## config.mk

```make
export PLATFORM = sky130hd
export DESIGN_NAME = reg_file_sb
export DESIGN_NICKNAME = d
export VERILOG_FILES = /design/src/rtl/reg_file_pkg.sv /design/src/rtl/rf_scoreboard.sv /design/src/rtl/reg_file_sb.sv
export SDC_FILE = /design/constraint.sdc
export NUM_CORES = 2
export LEC_CHECK = 0
export ABC_AREA = 0
export CAP_MARGIN = 0
export CORE_MARGIN = 4
export CORE_UTILIZATION = 50
export CTS_CLUSTER_DIAMETER = 50
export DETAILED_ROUTE_END_ITERATION = 10
export HOLD_SLACK_MARGIN = 0.03
export PLACE_DENSITY = 0.68
export SETUP_SLACK_MARGIN = 0.5
export SLEW_MARGIN = 20
export SYNTH_ARGS = -nofsm -noshare
export SYNTH_HDL_FRONTEND = slang
export SYNTH_SLANG_ARGS = --single-unit
```

## constraint.sdc

```tcl
create_clock -name clk -period 61.4 [get_ports clk]
set_input_delay 6.14 -clock clk [delete_from_list [all_inputs] [get_ports clk]]
set_output_delay 6.14 -clock clk [all_outputs]
set_load 0.02 [all_outputs]
```

## src/rtl/reg_file_pkg.sv

```systemverilog
// rtl/reg_file_pkg.sv - shared constants and popcount helper for reg_file_sb
package reg_file_pkg;

    localparam int XLEN_DEF = 32;
    localparam int NREG_DEF = 32;
    localparam int ZERO_REG = 0;
    localparam int MAX_NREG = 1024;

    // Callers zero-extend their busy vector to MAX_NREG bits.
    function automatic int unsigned popcount(input logic [MAX_NREG-1:0] v);
        int unsigned n;
        n = 0;
        for (int i = 0; i < MAX_NREG; i++) begin
            n += 32'(v[i]);
        end
        return n;
    endfunction

endpackage

```

## src/rtl/rf_scoreboard.sv

```systemverilog
// rtl/rf_scoreboard.sv - per-register busy bits, flush and pending count
module rf_scoreboard
    import reg_file_pkg::*;
#(
    parameter  int NREG = NREG_DEF,
    localparam int AW   = $clog2(NREG)
) (
    input  logic            clk,
    input  logic            rst,
    input  logic            write_en,
    input  logic [AW-1:0]   RW,
    input  logic            issue_en,
    input  logic [AW-1:0]   issue_rd,
    input  logic            flush,
    output logic [NREG-1:0] busy,
    output logic [AW:0]     pend_cnt
);

    logic [NREG-1:0]     busy_next;
    logic [MAX_NREG-1:0] busy_wide;

    // Clear before set so a same-cycle issue to the written index keeps it busy.
    always_comb begin
        busy_next = busy;
        if (flush) begin
            busy_next = '0;
        end else begin
            if (write_en && RW != AW'(ZERO_REG)) busy_next[RW] = 1'b0;
            if (issue_en && issue_rd != AW'(ZERO_REG)) busy_next[issue_rd] = 1'b1;
        end
        busy_next[ZERO_REG] = 1'b0;
    end

    always_comb begin
        busy_wide = '0;
        busy_wide[NREG-1:0] = busy_next;
    end

    always_ff @(posedge clk or posedge rst) begin
        if (rst) begin
            busy     <= '0;
            pend_cnt <= '0;
        end else begin
            busy     <= busy_next;
            pend_cnt <= (AW+1)'(popcount(busy_wide));
        end
    end

endmodule

```

## src/rtl/reg_file_sb.sv

```systemverilog
// rtl/reg_file_sb.sv - register file with busy scoreboard; REG_FILE_BYPASS_EN enables write-through forwarding
module reg_file_sb
    import reg_file_pkg::*;
#(
    parameter  int XLEN = XLEN_DEF,
    parameter  int NREG = NREG_DEF,
    localparam int AW   = $clog2(NREG)
) (
    input  logic            clk,
    input  logic            rst,
    input  logic            write_en,
    input  logic [AW-1:0]   RW,
    input  logic [XLEN-1:0] busW,
    input  logic [AW-1:0]   RA,
    input  logic [AW-1:0]   RB,
    output logic [XLEN-1:0] busA,
    output logic [XLEN-1:0] busB,
    input  logic            issue_en,
    input  logic [AW-1:0]   issue_rd,
    input  logic            flush,
    output logic            busy_A,
    output logic            busy_B,
    output logic [AW:0]     pend_cnt
);

    logic [XLEN-1:0] regs [NREG];
    logic [NREG-1:0] busy;
    logic            wr_ok;

    assign wr_ok = write_en && (RW != AW'(ZERO_REG));

    rf_scoreboard #(.NREG(NREG)) u_sb (
        .clk      (clk),
        .rst      (rst),
        .write_en (write_en),
        .RW       (RW),
        .issue_en (issue_en),
        .issue_rd (issue_rd),
        .flush    (flush),
        .busy     (busy),
        .pend_cnt (pend_cnt)
    );

    // Entry 0 is only ever cleared, so it reads as zero without extra muxing.
    always_ff @(posedge clk or posedge rst) begin
        if (rst) begin
            for (int i = 0; i < NREG; i++) regs[i] <= '0;
        end else if (wr_ok) begin
            regs[RW] <= busW;
        end
    end

`ifdef REG_FILE_BYPASS_EN
    always_comb begin
        busA   = regs[RA];
        busB   = regs[RB];
        busy_A = busy[RA];
        busy_B = busy[RB];
        if (wr_ok && RW == RA) begin
            busA   = busW;
            busy_A = issue_en && (issue_rd == RA);
        end
        if (wr_ok && RW == RB) begin
            busB   = busW;
            busy_B = issue_en && (issue_rd == RB);
        end
    end
`else
    always_comb begin
        busA   = regs[RA];
        busB   = regs[RB];
        busy_A = busy[RA];
        busy_B = busy[RB];
    end
`endif

endmodule

```

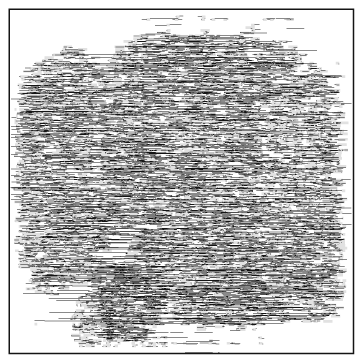
*Met1 routing*
Drawn at 1 px/µm.
nets with wire on the layer: 3416
main direction: horizontal
wire length on this layer: 66.6 mm
longest straight run: 88.3 µm
share of all routed wire: 40%

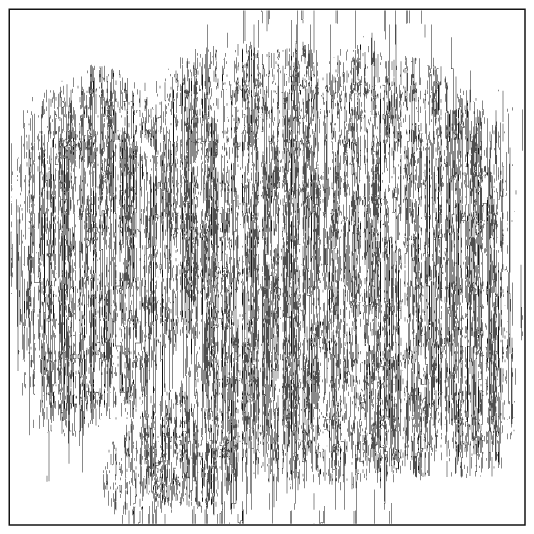
*Signal wires on met2*
Drawn at 1.5 px/µm.
share of all routed wire: 49%
wire length on this layer: 81.3 mm
main direction: vertical
nets with wire on the layer: 3337
longest straight run: 111 µm
Routed Wire Length: 166000 µm
via count: 34500
GR Util met2: 46.8%

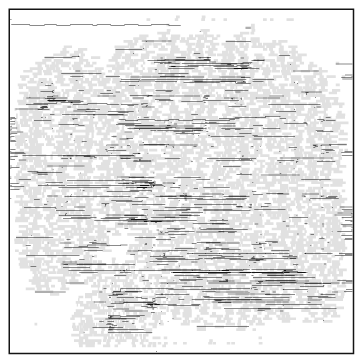
*Met3 routing*
Drawn at 1 px/µm.
longest straight run: 112 µm
share of all routed wire: 7.0%
nets with wire on the layer: 342

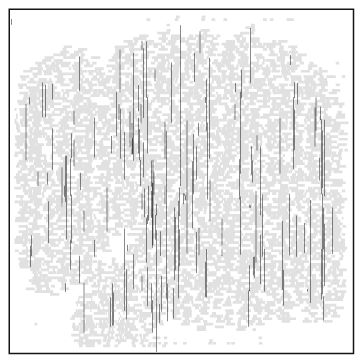
*The metal 4 layer*
Drawn at 1 px/µm.
main direction: vertical
wire length on this layer: 6250 µm
share of all routed wire: 3.8%
nets with wire on the layer: 63
longest straight run: 167 µm

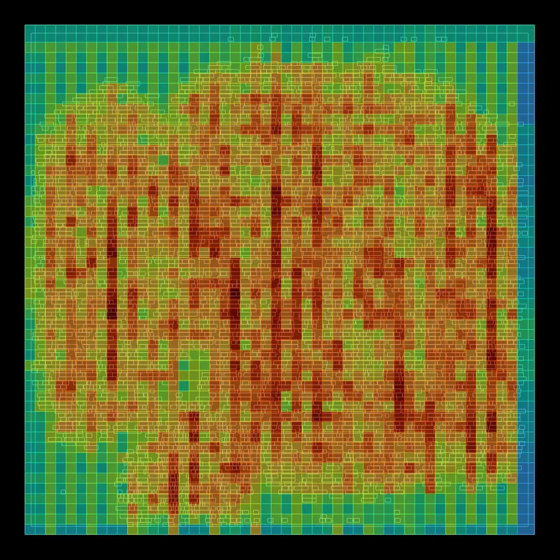
*Routing congestion map*
most used routing layer: met2
all-layer global routing usage: 28.4%
met3 Use GR: 5.30%

[through the flow]
step	utilization, %	total power, mW	cell area [µm²]
global route	55.6	2.13	61700
floorplan	-	1.21	56000
CTS	55.6	2.06	61700
detailed placement	51.8	1.31	57500
finish	55.6	2.05	61700
global placement	51.8	1.30	57500
[final cells by class]
cell class	instances	area (µm²)
fillers	8889	49300
multi-input cells	2114	27200
flip-flops and latches	1061	26600
clock buffers	158	3430
well taps	1488	1860
repair buffers	192	1800
clock inverters	64	716
inverters	28	113
diodes	2	5.00
[worst max-delay path by stage]
stage	cells after the start	endpoint	slack (ns)
floorplan	1	regs[0]	25.39
global route	7	busB[4]	44.31
finish	7	busB[4]	44.67
detailed placement	7	busA[7]	44.61
global placement	7	busA[7]	44.55
CTS	7	busA[7]	44.59
[cell usage in the layout, fill, tap and decap left out, drive strengths merged, types with 16 or more instances in the layout]
cell / count
dfrtp: 1061
mux2: 998
mux4: 518
o22ai: 256
clkbuf: 158
clkdlybuf4s50: 117
buf: 75
nor4: 64
nand2: 46
inv: 39
nor2: 36
clkinv: 28
fa: 23
a21oi: 22
a21o: 20
o21ai: 16
[registers in the layout, indices dropped and copies added, names as in the netlist]
register,count
regs,1024
u_sb.pend_cnt,6
u_sb.busy,31
[layer usage]
metal	wire, µm	share of wire, %	up-vias
met5	0	0	-
met4	6250	3.8	0
met3	11600	7.0	376
met2	81300	49	1398
met1	66600	40	18800
li1	-	-	13900
[cells by family after synthesis]
kind of cell	share of synthesized area (%)
and+or+nand+nor	2.37
adders and majority gates	1.02
DFF	47.4
muxes	41.1
buffers and inverters	4.35
xor gates and xnor gates	0.0469
AOI/OAI and AO/OA	3.73
==> results.txt <==
impl run done, here's what came out: chip area line of the yosys report=between 50000 and 60000 µm², fin. max-slew vios=0, flop2flop setup slack=56.19 ns, grt ovf=0, Fin. Hold Viols=0, tool warnings=42, worst slew pin tran=1.19 ns, CP max stage delay=a little over 0.9 ns, Non-Filler Instances=5107, hold depth=0, DRC=0, sequential power=919 µW, Worst Path Class, Setup=in -> out, clk_skew=0.00700 ns, fp_density=50.5%, P_clk=748 µW, RSZ-0062 raised after global routing=no, share of the synthesized area in the top cell type=47.4%, Tcrit/Tclk final=a little over a quarter, Worst path slowest cell=buf_4, pwr dens=33.3 nW/µm², H-tree depth=3, Worst path top cell family by delay=buffers and inverters, Die X=343 µm, # rows=122, worst vdd ir=0.0250 mV, Switching Fraction=about a quarter, Setup TNS Final=0 ns, Flop pwr share=between 40 and 50%, hold buffer count at cts=0, Synth top cells by count=dfrtp_1 (1061), mux2_2 (963), mux4_2 (518), Net Sw Power=543 µW, initial antenna violation count=2, CTS tree=yes, clock sinks=approximately 1100, Post-synth seq share=47.4%, share of cells above drive strength 1=50.2%, R2R depth=16, status=finished, final reports clean, nets@finish=3606, Gate power share=a little under a fifth, Max-cap violations=0, Die Area=117000 µm², Synth Register Bits=around 1100, GP Congestion=0.834, Synth Flop Type=dfrtp_1, relative slew slack=20.2%, post-route setup slack=44.67 ns, average wire per standard cell=32.4 µm, clock root cell=clkbuf_16, final hold slack=~0.39 ns, post-CTS resize count=0
Power is estimated from default activity; no workload was simulated.
